**Run 1: zoomed window**

Region (106, 58) to (136, 88) µm. Cells in gray, sequential cells in the stronger gray; small squares are vias.
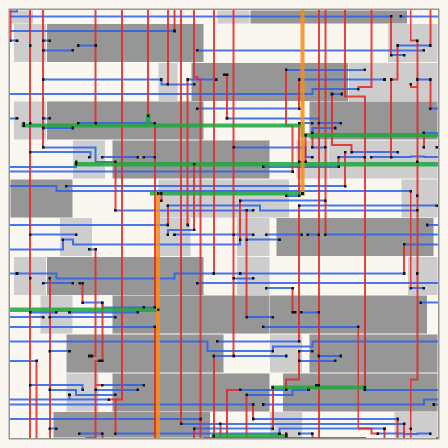
**Run 1: gate families picked out**

(2 px per µm)
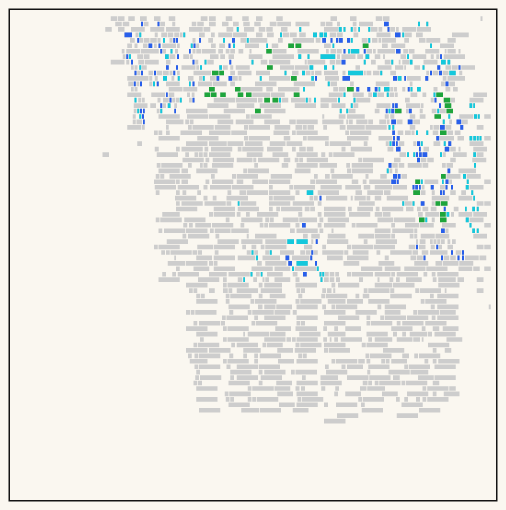
**Run 1: congestion heat map**

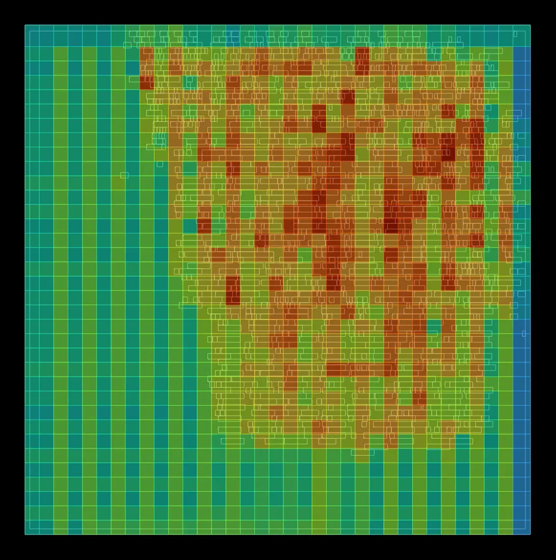
===== config.mk =====
export PLATFORM = sky130hd
export DESIGN_NAME = ft_cmd_decoder
export DESIGN_NICKNAME = d
export VERILOG_FILES = /design/src/rtl/ft_cmd_decoder.sv
export SDC_FILE = /design/constraint.sdc
export NUM_CORES = 1
export LEC_CHECK = 0
export CAP_MARGIN = 5
export CORE_AREA = 2 2 241 243
export DETAILED_ROUTE_END_ITERATION = 7
export DIE_AREA = 0 0 243 245
export SYNTH_ARGS = -nofsm -noshare
export SYNTH_HDL_FRONTEND = slang
export SYNTH_SLANG_ARGS = --single-unit

===== constraint.sdc =====
create_clock -name clk_i -period 4.6 [get_ports clk_i]
set_clock_uncertainty 0.2 [all_clocks]
set_input_delay 1.15 -clock clk_i [delete_from_list [all_inputs] [get_ports clk_i]]
set_output_delay 1.15 -clock clk_i [all_outputs]
set_load 0.05 [all_outputs]

===== src/rtl/ft_cmd_decoder.sv =====
// Command-frame decoder for the FT600 RX path: validates framed commands, executes
// LED-set / echo / status, and emits a response frame. Define FT_CMD_TIMEOUT_EN for a mid-frame stall timeout.
module ft_cmd_decoder #(
  parameter int unsigned LED_WIDTH      = 8,
  parameter int unsigned TIMEOUT_CYCLES = 1000000
) (
  input  logic                 clk_i,
  input  logic                 rst_i,
  input  logic [15:0]          rx_data_i,
  input  logic [1:0]           rx_be_i,
  input  logic                 rx_valid_i,
  output logic                 rx_ready_o,
  output logic [15:0]          tx_data_o,
  output logic [1:0]           tx_be_o,
  output logic                 tx_valid_o,
  input  logic                 tx_ready_i,
  output logic [LED_WIDTH-1:0] led_o,
  output logic [7:0]           err_count_o,
  output logic                 busy_o
);

  typedef enum logic [2:0] {
    StHunt, StPayload, StCheck, StExec, StRespHdr, StRespPay, StRespCsum
  } state_e;

  localparam logic [3:0] OpSetLed = 4'h1;
  localparam logic [3:0] OpEcho   = 4'h2;
  localparam logic [3:0] OpStatus = 4'h3;

  if (LED_WIDTH < 1 || LED_WIDTH > 16 || TIMEOUT_CYCLES < 1) begin : g_bad_param
    $error("ft_cmd_decoder: LED_WIDTH must be 1..16 and TIMEOUT_CYCLES nonzero");
  end

  state_e               state_q;
  logic                 rx_ready_q;
  logic                 tx_valid_q;
  logic [15:0]          tx_data_q;
  logic [LED_WIDTH-1:0] led_q;
  logic [7:0]           err_q;
  logic [3:0]           op_q;
  logic [3:0]           len_q;
  logic [3:0]           rlen_q;
  logic [3:0]           cnt_q;
  logic [15:0]          csum_q;
  logic [15:0]          resp_csum_q;
  logic                 illegal_q;
  logic                 nak_q;
  logic [15:0]          buf_q [16];

  logic        rx_fire, tx_fire, be_ok, hdr_ok, hdr_illegal, to_expire;
  logic [3:0]  hdr_op, hdr_len, exec_rlen, cnt_nxt;
  logic [15:0] exec_hdr, led_ext;
  logic [7:0]  err_inc;

  assign rx_fire = rx_valid_i && rx_ready_q;
  assign tx_fire = tx_valid_q && tx_ready_i;
  assign be_ok   = (rx_be_i == 2'b11);
  assign hdr_ok  = (rx_data_i[15:8] == 8'hA5);
  assign hdr_op  = rx_data_i[7:4];
  assign hdr_len = rx_data_i[3:0];
  assign err_inc = (err_q == 8'hFF) ? err_q : err_q + 8'd1;
  assign led_ext = 16'(led_q);
  assign cnt_nxt = cnt_q + 4'd1;

  always_comb begin
    hdr_illegal = 1'b1;
    case (hdr_op)
      OpSetLed: hdr_illegal = (hdr_len != 4'd1);
      OpEcho:   hdr_illegal = 1'b0;
      OpStatus: hdr_illegal = (hdr_len != 4'd0);
      default:  hdr_illegal = 1'b1;
    endcase
  end

  always_comb begin
    exec_rlen = 4'd0;
    case (op_q)
      OpEcho:   exec_rlen = len_q;
      OpStatus: exec_rlen = 4'd2;
      default:  exec_rlen = 4'd0;
    endcase
    exec_hdr = nak_q ? 16'h5AF0 : {8'h5A, op_q, exec_rlen};
  end

`ifdef FT_CMD_TIMEOUT_EN
  logic [31:0] to_cnt_q;
  logic        in_frame;

  assign in_frame  = (state_q == StPayload) || (state_q == StCheck);
  assign to_expire = in_frame && !rx_fire && (to_cnt_q == 32'(TIMEOUT_CYCLES - 1));

  always_ff @(posedge clk_i) begin
    if (rst_i || rx_fire || !in_frame) begin
      to_cnt_q <= '0;
    end else if (!to_expire) begin
      to_cnt_q <= to_cnt_q + 32'd1;
    end
  end
`else
  assign to_expire = 1'b0;
`endif

  always_ff @(posedge clk_i) begin
    if (rst_i) begin
      state_q     <= StHunt;
      rx_ready_q  <= 1'b0;
      tx_valid_q  <= 1'b0;
      tx_data_q   <= '0;
      led_q       <= '0;
      err_q       <= '0;
      op_q        <= '0;
      len_q       <= '0;
      rlen_q      <= '0;
      cnt_q       <= '0;
      csum_q      <= '0;
      resp_csum_q <= '0;
      illegal_q   <= 1'b0;
      nak_q       <= 1'b0;
      for (int i = 0; i < 16; i++) buf_q[i] <= '0;
    end else begin
      unique case (state_q)
        StHunt: begin
          rx_ready_q <= 1'b1;
          if (rx_fire) begin
            if (!be_ok || !hdr_ok) begin
              err_q <= err_inc;
            end else begin
              op_q      <= hdr_op;
              len_q     <= hdr_len;
              csum_q    <= rx_data_i;
              illegal_q <= hdr_illegal;
              cnt_q     <= '0;
              state_q   <= (hdr_len == 4'd0) ? StCheck : StPayload;
            end
          end
        end
        StPayload: begin
          if (rx_fire) begin
            if (!be_ok) begin
              err_q   <= err_inc;
              state_q <= StHunt;
            end else begin
              buf_q[cnt_q] <= rx_data_i;
              csum_q       <= csum_q ^ rx_data_i;
              cnt_q        <= cnt_nxt;
              if (cnt_q == len_q - 4'd1) state_q <= StCheck;
            end
          end else if (to_expire) begin
            err_q   <= err_inc;
            state_q <= StHunt;
          end
        end
        StCheck: begin
          if (rx_fire) begin
            if (!be_ok) begin
              err_q   <= err_inc;
              state_q <= StHunt;
            end else begin
              // Illegal op/len frames are still consumed up to here before NAKing.
              nak_q      <= illegal_q || (rx_data_i != csum_q);
              if (illegal_q || (rx_data_i != csum_q)) err_q <= err_inc;
              rx_ready_q <= 1'b0;
              state_q    <= StExec;
            end
          end else if (to_expire) begin
            err_q   <= err_inc;
            state_q <= StHunt;
          end
        end
        StExec: begin
          if (!nak_q && op_q == OpSetLed) led_q <= buf_q[0][LED_WIDTH-1:0];
          if (!nak_q && op_q == OpStatus) begin
            buf_q[0] <= led_ext;
            buf_q[1] <= {8'h00, err_q};
          end
          rlen_q      <= nak_q ? 4'd0 : exec_rlen;
          tx_data_q   <= exec_hdr;
          resp_csum_q <= exec_hdr;
          tx_valid_q  <= 1'b1;
          cnt_q       <= '0;
          state_q     <= StRespHdr;
        end
        StRespHdr: begin
          if (tx_fire) begin
            if (rlen_q == 4'd0) begin
              tx_data_q <= resp_csum_q;
              state_q   <= StRespCsum;
            end else begin
              tx_data_q   <= buf_q[0];
              resp_csum_q <= resp_csum_q ^ buf_q[0];
              state_q     <= StRespPay;
            end
          end
        end
        StRespPay: begin
          if (tx_fire) begin
            if (cnt_q == rlen_q - 4'd1) begin
              tx_data_q <= resp_csum_q;
              state_q   <= StRespCsum;
            end else begin
              tx_data_q   <= buf_q[cnt_nxt];
              resp_csum_q <= resp_csum_q ^ buf_q[cnt_nxt];
              cnt_q       <= cnt_nxt;
            end
          end
        end
        StRespCsum: begin
          if (tx_fire) begin
            tx_valid_q <= 1'b0;
            rx_ready_q <= 1'b1;
            state_q    <= StHunt;
          end
        end
        default: state_q <= StHunt;
      endcase
    end
  end

  assign rx_ready_o  = rx_ready_q;
  assign tx_data_o   = tx_data_q;
  assign tx_be_o     = 2'b11;
  assign tx_valid_o  = tx_valid_q;
  assign led_o       = led_q;
  assign err_count_o = err_q;
  assign busy_o      = (state_q != StHunt);

endmodule


==> Slide: Implementation Results, run 1 <==
Physical Implementation Snapshot

Final layout
  • Biggest Area Class: sequential cells
  • Count of non-CTS inverters in the layout: 9

Route
  • Total wire length: 47.7 mm
  • M1 WL: 20.9 mm

Setup path
  • Crit path largest cell delay: 0.83 ns
  • CP Launch Type: flop
  • CP Capture Type: primary output
  • Crit-path cells: or3_1 -> clkdlybuf4s50_1
  • Crit path DAT: 2.40 ns

Pwr
  • Comb. pwr: around 280 µW
  • Sequential power: 3470 µW
  • Comb power frac: 0.041
  • P_int: between 5000 and 6000 µW

Placed design
  • Buffers on Ports: 56

Floorplanning
  • CORE AREA: 57000 µm²
  • DIE AREA: 59500 µm²
  • Die height: 245 µm

Global routing
  • Initial antenna violation count: 2

Logic synthesis
  • Top-area cell type share of the netlist area: 0.455
  • Post-Syn Instances: 1381

Clock tree
  • CTS root buf: clkbuf_16

STA
  • Final setup TNS: 0 ns
  • Relative slew slack: 0.288
  • Final setup viols: 0

Outcome
  • Status: completed
Back to the opening pictures, 'zoomed window':
Key: M4 = orange; M3 = green; M1 = blue; M2 = red
Most frequent: edfxtp_1 (14), and2_1 (13), mux4_2 (2). 31 logic cells have their middle in the window. Netlist names of flops here include buf_q (14). Sequential cells in the window: 14.

Back to the opening pictures, 'gate families picked out':
Key: nand cells = blue [cells 129, most used nand2_1]; non-inverting ao/oa cells = green [cells 35, most used a22o_1]; nor cells = cyan [cells 146, most used nor2_1]
logic share of the area: 0.354
final cell count without fillers: 2216

Back to the opening pictures, 'congestion heat map':
grt met2 use: 0.256
gr busiest metal: met2
DR WL/cell: 21.5 µm
Util after Layout: 0.345

## run 1: kinds of logic (layout without fill, tap and decap cells)
logic type,count (synthesis),after routing,synth area share
xor+xnor,34,34,0.0194
buf+inv,123,192,0.0308
simple gates,550,550,0.180
other cells,1,2,0.000222
fa+ha+maj,8,8,0.00593
flops,343,343,0.559
compound gates,191,191,0.0775
mux,131,131,0.128
## run 1: final timing paths
check	from	to	slack [ns]	depth (start not counted)
hold / removal	rlen_q[3]	rlen_q[3]	0.28	2
hold reg to reg	rlen_q[3]	rlen_q[3]	0.28	2
setup / recovery	state_q[1]	busy_o	0.85	2
setup reg to reg	cnt_q[1]	tx_data_o[2]	0.99	8
==> run 1 -> run 2 <==
==> constraint.sdc (replaced) <==
create_clock -name clk_i -period 3.6 [get_ports clk_i]
set_clock_uncertainty 0.2 [all_clocks]
set_input_delay 0.9 -clock clk_i [delete_from_list [all_inputs] [get_ports clk_i]]
set_output_delay 0.9 -clock clk_i [all_outputs]
set_load 0.05 [all_outputs]
==> run 2 against run 1 <==
Compared with the run above: global-route usage about the same; critical path type unchanged; sequential cell count did not move; highest routed layer unchanged; sequential share of layout area fell by 0.56 points; non-clock buffer count increased by 28; critical path depth unchanged; synthesized area is the same; wire length is essentially flat.
==> Slide: Implementation Results, run 2 <==
Physical Implementation Snapshot

Outcome
  • Status: completed (unchanged)

Setup path
  • CP startpoint: state_q[2] (was state_q[1])
  • Crit-path cells: or3_1 -> clkdlybuf4s50_1 (unchanged)
  • CP Capture Type: primary output (unchanged)
  • Crit path largest cell delay: 0.84 ns (was 0.83 ns)
  • RR Startpoint: cnt_q[1] (unchanged)
  • Crit Reg-Reg Endpoint: tx_data_o[4] (was tx_data_o[2])
  • R2r setup slk: 0.43 ns (was 0.99 ns)
  • Critical Path End: busy_o (unchanged)
  • R2R depth: 8 (unchanged)
  • CP Launch Type: flop (unchanged)

Hold path
  • HP Start: tx_data_o[10] (was rlen_q[3])
  • Hold Path End: tx_data_o[10] (was rlen_q[3])
  • WHS Path Cells: 2 (unchanged)

Pwr
  • Comb power frac: 0.046 (was 0.041)
  • Comb. pwr: 393 µW (was 284 µW)
  • Sequential power: 4420 µW (was 3470 µW)

Logic synthesis
  • Post-Syn Instances: 1381 (unchanged)
  • Top-area cell type share of the netlist area: 0.455 (unchanged)

Placed design
  • Buffers on Ports: 56 (unchanged)

STA
  • Final setup TNS: 0 ns (unchanged)
  • Relative slew slack: 0.429 (was 0.288)

Final layout
  • Count of non-CTS inverters in the layout: 9 (unchanged)
  • Logic share of the area: 0.349 (was 0.354)
  • Biggest Area Class: sequential cells (unchanged)
  • Final cell count without fillers: 2243 (was 2216)

Route
  • Total wire length: 47.7 mm (about the same)
  • M1 WL: 20.9 mm (about the same)

Floorplanning
  • CORE AREA: 57000 µm² (unchanged)

Global routing
  • Gr busiest metal: met2 (unchanged)
  • Initial antenna violation count: 1 (was 2)

Clock tree
  • CTS root buf: clkbuf_16 (unchanged)
==> run 2: cell count changes in the layout (fill, tap and decap cells not counted) <==
cell and delta:
buf_12 +8, buf_4 +20, bufinv_16 -4, clkbuf_1 +4, clkbuf_16 -1, clkbuf_2 +2, clkbuf_8 +3, clkinv_1 -8
clkinv_2 -1, clkinv_4 +1, clkinv_8 +1, clkinvlp_4 +4, inv_6 -2
==> run 2: cells by family (layout without fill, tap and decap cells) <==
group / after synthesis / after routing / synth area share
buffers and inverters: 123 / 219 / 0.0308
other: 1 / 2 / 0.000222
muxes: 131 / 131 / 0.128
AOI/OAI and AO/OA: 191 / 191 / 0.0775
xor gates and xnor gates: 34 / 34 / 0.0194
and+or+nand+nor: 550 / 550 / 0.180
DFF: 343 / 343 / 0.559
adders and majority gates: 8 / 8 / 0.00593
**Run 2: congestion heat map**

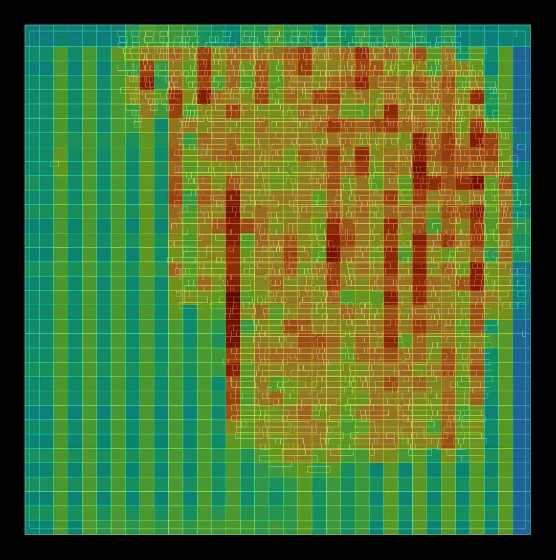
grt met2 use: 0.254
met1 usage: 0.221
DR WL/cell: 21.2 µm
GRT Overall Usage: 0.160
Util after Layout: 0.349

Power is estimated from default activity; no workload was simulated.
